Figure 1. Floorplan with the power grid.
Bar = 20 um. Pins as bars on the die edge.
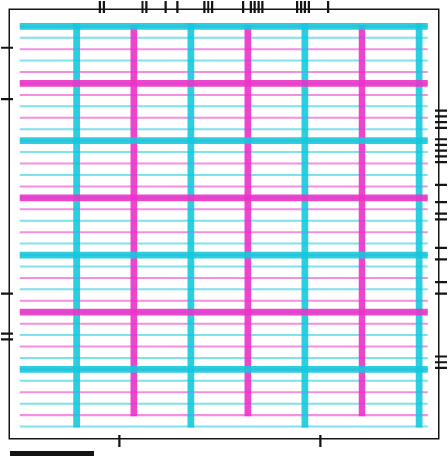
Figure 2. Placement by cell class.
Bar = 20 um.
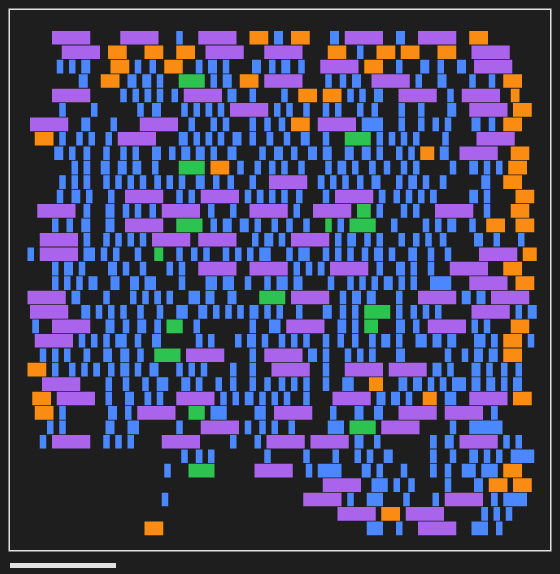
Figure 3. Clock wires, drivers and flops.
Bar = 20 um.
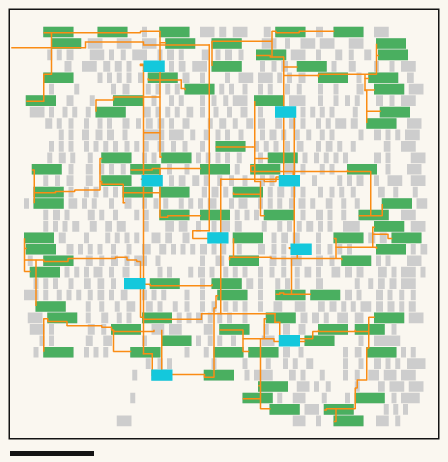
### src/rtl/turfio_cin_word_align.sv
// -----------------------------------------------------------------------------
// turfio_cin_word_align
//
// Word aligner for the CIN link. It takes the 4-bit-per-rxclk nibble stream
// from the ISERDES, searches the training pattern over 4 bit offsets and
// 8 nibble phases, verifies it, locks, and then delivers one aligned 32-bit
// command word every 8 rxclk cycles.
//
// Optional feature macro: TURFIO_CIN_ERRCNT_EN
//   When defined, adds a saturating mismatch counter (err_count_o, cleared by
//   err_clr_i). Mismatches seen while locked are then counted and no longer
//   drop lock.
//
// Ports:
//   rxclk_i      in   1   rxclk, sole clock
//   rst_i        in   1   synchronous active-high reset
//   data_i       in   4   ISERDES nibble, bit 0 earliest
//   train_i      in   1   high while the far end sends TRAIN_PATTERN
//   err_clr_i    in   1   (macro only) clear err_count_o, wins over increment
//   err_count_o  out  16  (macro only) saturating locked-mismatch count
//   word_o       out  32  aligned word, bit 0 earliest
//   word_valid_o out  1   one-cycle strobe qualifying word_o
//   locked_o     out  1   alignment locked
//   bitslip_o    out  2   selected bit offset
//   phase_o      out  3   selected capture nibble phase
// -----------------------------------------------------------------------------
module turfio_cin_word_align #(
  parameter logic [31:0] TRAIN_PATTERN = 32'hA55A6996,
  parameter int          LOCK_COUNT    = 4
) (
  input  logic        rxclk_i,
  input  logic        rst_i,
  input  logic [3:0]  data_i,
  input  logic        train_i,
`ifdef TURFIO_CIN_ERRCNT_EN
  input  logic        err_clr_i,
  output logic [15:0] err_count_o,
`endif
  output logic [31:0] word_o,
  output logic        word_valid_o,
  output logic        locked_o,
  output logic [1:0]  bitslip_o,
  output logic [2:0]  phase_o
);

  localparam logic [1:0] ST_SEARCH = 2'd0;
  localparam logic [1:0] ST_VERIFY = 2'd1;
  localparam logic [1:0] ST_LOCKED = 2'd2;

  localparam logic [3:0] LOCK_CNT_C = LOCK_COUNT[3:0];

  logic [35:0] hist_q;
  logic [2:0]  phase_q;
  logic [1:0]  state_q, state_d;
  logic [1:0]  slip_q, slip_d;
  logic [2:0]  cap_q, cap_d;
  logic [3:0]  cnt_q, cnt_d;
  logic [31:0] word_q, word_d;
  logic        valid_q, valid_d;
  logic        locked_q, locked_d;
`ifdef TURFIO_CIN_ERRCNT_EN
  logic [15:0] err_q, err_d;
`endif

  logic [3:0]  match_s;
  logic        any_match_s;
  logic [1:0]  first_k_s;
  logic [31:0] sel_cand_s;
  logic        sel_ok_s;
  logic        cap_hit_s;

  // Pattern comparison of the four candidate offsets in the history window.
  always_comb begin
    match_s = 4'd0;
    for (int k = 0; k < 4; k++) begin
      match_s[k] = (hist_q[k +: 32] == TRAIN_PATTERN);
    end
  end

  // Lowest matching offset wins when more than one candidate matches.
  always_comb begin
    any_match_s = |match_s;
    if (match_s[0]) begin
      first_k_s = 2'd0;
    end else if (match_s[1]) begin
      first_k_s = 2'd1;
    end else if (match_s[2]) begin
      first_k_s = 2'd2;
    end else begin
      first_k_s = 2'd3;
    end
  end

  assign sel_cand_s = hist_q[slip_q +: 32];
  assign sel_ok_s   = (sel_cand_s == TRAIN_PATTERN);
  assign cap_hit_s  = (phase_q == cap_q);

  // Alignment state machine and word capture next-state logic.
  always_comb begin
    state_d = state_q;
    slip_d  = slip_q;
    cap_d   = cap_q;
    cnt_d   = cnt_q;
    word_d  = word_q;
    valid_d = 1'b0;
`ifdef TURFIO_CIN_ERRCNT_EN
    err_d   = err_q;
`endif
    case (state_q)
      ST_SEARCH: begin
        if (train_i && any_match_s) begin
          slip_d = first_k_s;
          cap_d  = phase_q;
          cnt_d  = 4'd1;
          if (LOCK_CNT_C == 4'd1) begin
            state_d = ST_LOCKED;
          end else begin
            state_d = ST_VERIFY;
          end
        end else begin
          state_d = ST_SEARCH;
        end
      end
      ST_VERIFY: begin
        // Losing training at any time abandons the candidate alignment.
        if (!train_i) begin
          state_d = ST_SEARCH;
        end else if (cap_hit_s) begin
          if (sel_ok_s) begin
            cnt_d = cnt_q + 4'd1;
            if ((cnt_q + 4'd1) == LOCK_CNT_C) begin
              state_d = ST_LOCKED;
            end else begin
              state_d = ST_VERIFY;
            end
          end else begin
            state_d = ST_SEARCH;
          end
        end else begin
          state_d = ST_VERIFY;
        end
      end
      ST_LOCKED: begin
        if (cap_hit_s) begin
          // The word is emitted even when it turns out to break lock.
          word_d  = sel_cand_s;
          valid_d = 1'b1;
          if (train_i && !sel_ok_s) begin
`ifdef TURFIO_CIN_ERRCNT_EN
            if (err_q != 16'hFFFF) begin
              err_d = err_q + 16'd1;
            end else begin
              err_d = err_q;
            end
`else
            state_d = ST_SEARCH;
`endif
          end else begin
            state_d = ST_LOCKED;
          end
        end else begin
          state_d = ST_LOCKED;
        end
      end
      default: begin
        state_d = ST_SEARCH;
      end
    endcase
`ifdef TURFIO_CIN_ERRCNT_EN
    if (err_clr_i) begin
      err_d = 16'd0;
    end else begin
      err_d = err_d;
    end
`endif
    locked_d = (state_d == ST_LOCKED);
  end

  // History shift, free-running phase counter and state registers.
  always_ff @(posedge rxclk_i) begin
    if (rst_i) begin
      hist_q   <= 36'd0;
      phase_q  <= 3'd0;
      state_q  <= ST_SEARCH;
      slip_q   <= 2'd0;
      cap_q    <= 3'd0;
      cnt_q    <= 4'd0;
      word_q   <= 32'd0;
      valid_q  <= 1'b0;
      locked_q <= 1'b0;
`ifdef TURFIO_CIN_ERRCNT_EN
      err_q    <= 16'd0;
`endif
    end else begin
      hist_q   <= {data_i, hist_q[35:4]};
      phase_q  <= phase_q + 3'd1;
      state_q  <= state_d;
      slip_q   <= slip_d;
      cap_q    <= cap_d;
      cnt_q    <= cnt_d;
      word_q   <= word_d;
      valid_q  <= valid_d;
      locked_q <= locked_d;
`ifdef TURFIO_CIN_ERRCNT_EN
      err_q    <= err_d;
`endif
    end
  end

  assign word_o       = word_q;
  assign word_valid_o = valid_q;
  assign locked_o     = locked_q;
  assign bitslip_o    = slip_q;
  assign phase_o      = cap_q;
`ifdef TURFIO_CIN_ERRCNT_EN
  assign err_count_o  = err_q;
`endif

endmodule

### config.mk
export PLATFORM = sky130hd
export DESIGN_NAME = turfio_cin_word_align
export DESIGN_NICKNAME = d
export VERILOG_FILES = /design/src/rtl/turfio_cin_word_align.sv
export SDC_FILE = /design/constraint.sdc
export NUM_CORES = 1
export LEC_CHECK = 0
export ABC_AREA = 1
export CELL_PAD_IN_SITES_DETAIL_PLACEMENT = 1
export CELL_PAD_IN_SITES_GLOBAL_PLACEMENT = 1
export CORE_MARGIN = 2
export CORE_UTILIZATION = 43
export CTS_CLUSTER_DIAMETER = 120
export DETAILED_ROUTE_END_ITERATION = 10
export PLACE_DENSITY = 0.95
export SLEW_MARGIN = 30
export SYNTH_ARGS = -nofsm -noshare
export SYNTH_HDL_FRONTEND = slang
export SYNTH_SLANG_ARGS = --single-unit
### constraint.sdc
create_clock -name rxclk_i -period 4.5 [get_ports rxclk_i]
set_input_delay 1.125 -clock rxclk_i [delete_from_list [all_inputs] [get_ports rxclk_i]]
set_output_delay 1.125 -clock rxclk_i [all_outputs]
set_load 0.05 [all_outputs]
==> summary.txt <==
impl run done, here's what came out: status completed, Worst Path Max Fanout 38, Root Driver clkbuf_8, Mapped Avg Cell Area 6.42 sq um, grt met2 use 43.3%, count leader, synth nand2_1, Worst Slack Setup Final 1.41 ns, Top Ports 46, comb pwr 49.3 uW, register area 1680 sq um, top cell types by occurrence after synthesis 204 x nand2_1, 121 x nor2_1, 84 x dfxtp_1, CP max-delay cell clkdlybuf4s50_1, slew margin rel. 35.3%, worst path required time 3.38 ns, met2 wire len 6.09 mm, 1st-pass router iterations 4, yosys cell count 641, area share, top type 40.9%, Yosys Chip Area 4110 sq um, number of enable flip-flop cells 0, wire per inst 15.3 um, met3 wire len 437 um, final hold violation count 0, reg2reg path depth 13, Top Usage Layer GRT met2, grt met3 use 2.83%, Layout fillers 1235, worst min-delay path class reg -> reg, remaining antenna violation count 0, period utilization 68.6%, DRT iter0 DRCs 266, post-synthesis net count 651, diode count 0, Combinational Power Share 3.8%, Top area cell types dfxtp_1 41%, nand2_1 19%, nor2_1 11%, Worst Hold Slack 0.408 ns, Vias 4188, total power 1.32 mW, final slew viol count 0, largest net degree at the start of global routing 53, Async S/R FF share, synth 0%, Cell Type Count 23, Internal Power 983 uW, met1 wire length 5.51 mm, post-synth top area cell dfxtp_1, CP Depth 2, max incr delay on CP 0.89 ns, P_seq 759 uW, Max Cap Violations 0, post-DR vias/cell 5.20, mapped cell area 4110 sq um, Core Density at Floorplan 44.5%, WL final 12.3 mm, CP bufs+invs 2, Sw Pwr 332 uW, nets 681, total die area 10400 sq um, Max Fclk 324 MHz, global-route wire length before repair 20.2 mm, Sw Ratio 25.3%, CTS Sinks 84
About Figure 1:
VDD: drawn in magenta. VSS: drawn in cyan.
36 met1 rails follow the rows. 7 straps on met4. 46 signal pins sit on the boundary. 7 straps on met5. The core has 35 rows.
worst vdd ir: 0.000115 V
Placeable Area: 9240 sq um
DIE HEIGHT: 102 um
die width: 102 um

About Figure 2:
remaining logic cells: drawn in blue, cells 527, share of their area 49%. remaining buffers and delay cells: drawn in orange, cells 49, share of their area 10%. registers: drawn in purple, cells 84, share of their area 37%. clock drivers and dummy loads: drawn in green, cells 16, share of their area 3.9%.
sequential share of cell area: 35.3%
Core Util, Final: 51.6%
Row Count: 35
fin area: 4760 sq um

About Figure 3:
clock-net drivers: drawn in cyan, count 9. flip-flops: drawn in green, count 84. clock wires: drawn in orange, length 1130 um.
Position of the flops: all over the die. There are 10 routed clock nets.
Fin Clk Skew: 0.0158 ns
clock network power share: 38.5%
Clock net power: 507 uW

worst register-to-register path: stages, from the launching register on:
cell     delay (ns)
dfxtp_1        0.33
buf_4          0.25
inv_2          0.48
nand3_1        0.23
nand2_1        0.12
nand2_1        0.06
nor2_1         0.10
nand2_1        0.13
nor2_4         0.20
nand3_4        0.12
nand2_2        0.11
inv_2          0.06
nor2_1         0.10
nor2_1         0.06
area by class of cell:
type                       instances  share of cell area (%)
clock buffer                      11                    2.97
clock inverter                     5                   0.788
inverter                          54                    4.36
multi-input combinational        473                    43.2
sequential                        84                    35.3
tap                              129                    3.39
timing repair buffer              49                    9.98
cells by family (layout without fill, tap and decap cells):
logic type	after synthesis	in the layout	share of synthesized area, %
xor+xnor	6	6	1.28
simple gates	417	417	42.1
flops	84	84	40.9
buf+inv	84	119	9.07
compound gates	47	47	5.78
fa+ha+maj	3	3	0.913
cell usage in the layout, fill, tap and decap left out, drive strengths merged:
cell type and count:
clkinvlp 2, nand2 206, nand4 14, clkinv 3
dfxtp 84, nor3 5, clkbuf 11, nand3b 2
xnor2 3, nand3 67, a31oi 2, ha 3
xor2 3, a21oi 36, o21ai 9, inv 54
buf 5, clkdlybuf4s50 44, nor2 123
final timing paths:
kind           startpoint           end  slack, ns
max          bitslip_o[0]  bitslip_o[0]       1.41
min            hist_q[35]    hist_q[31]       0.41
max reg2reg  bitslip_o[1]      cnt_q[0]       2.07
min reg2reg    hist_q[35]    hist_q[31]       0.41
sequential cells by signal (all words and copies together), names as in the netlist:
name / flops
bitslip_o: 2
cnt_q: 4
hist_q: 36
locked_o: 1
phase_o: 3
phase_q: 3
state_q: 2
word_o: 32
word_valid_o: 1
stage by stage:
stage	util [%]	instances
final	51.6	805
after global routing	51.6	805
after CTS	51.6	805
after detailed placement	49.6	789
after global placement	49.6	789
after floorplan	-	641
Power is estimated from default activity; no workload was simulated.
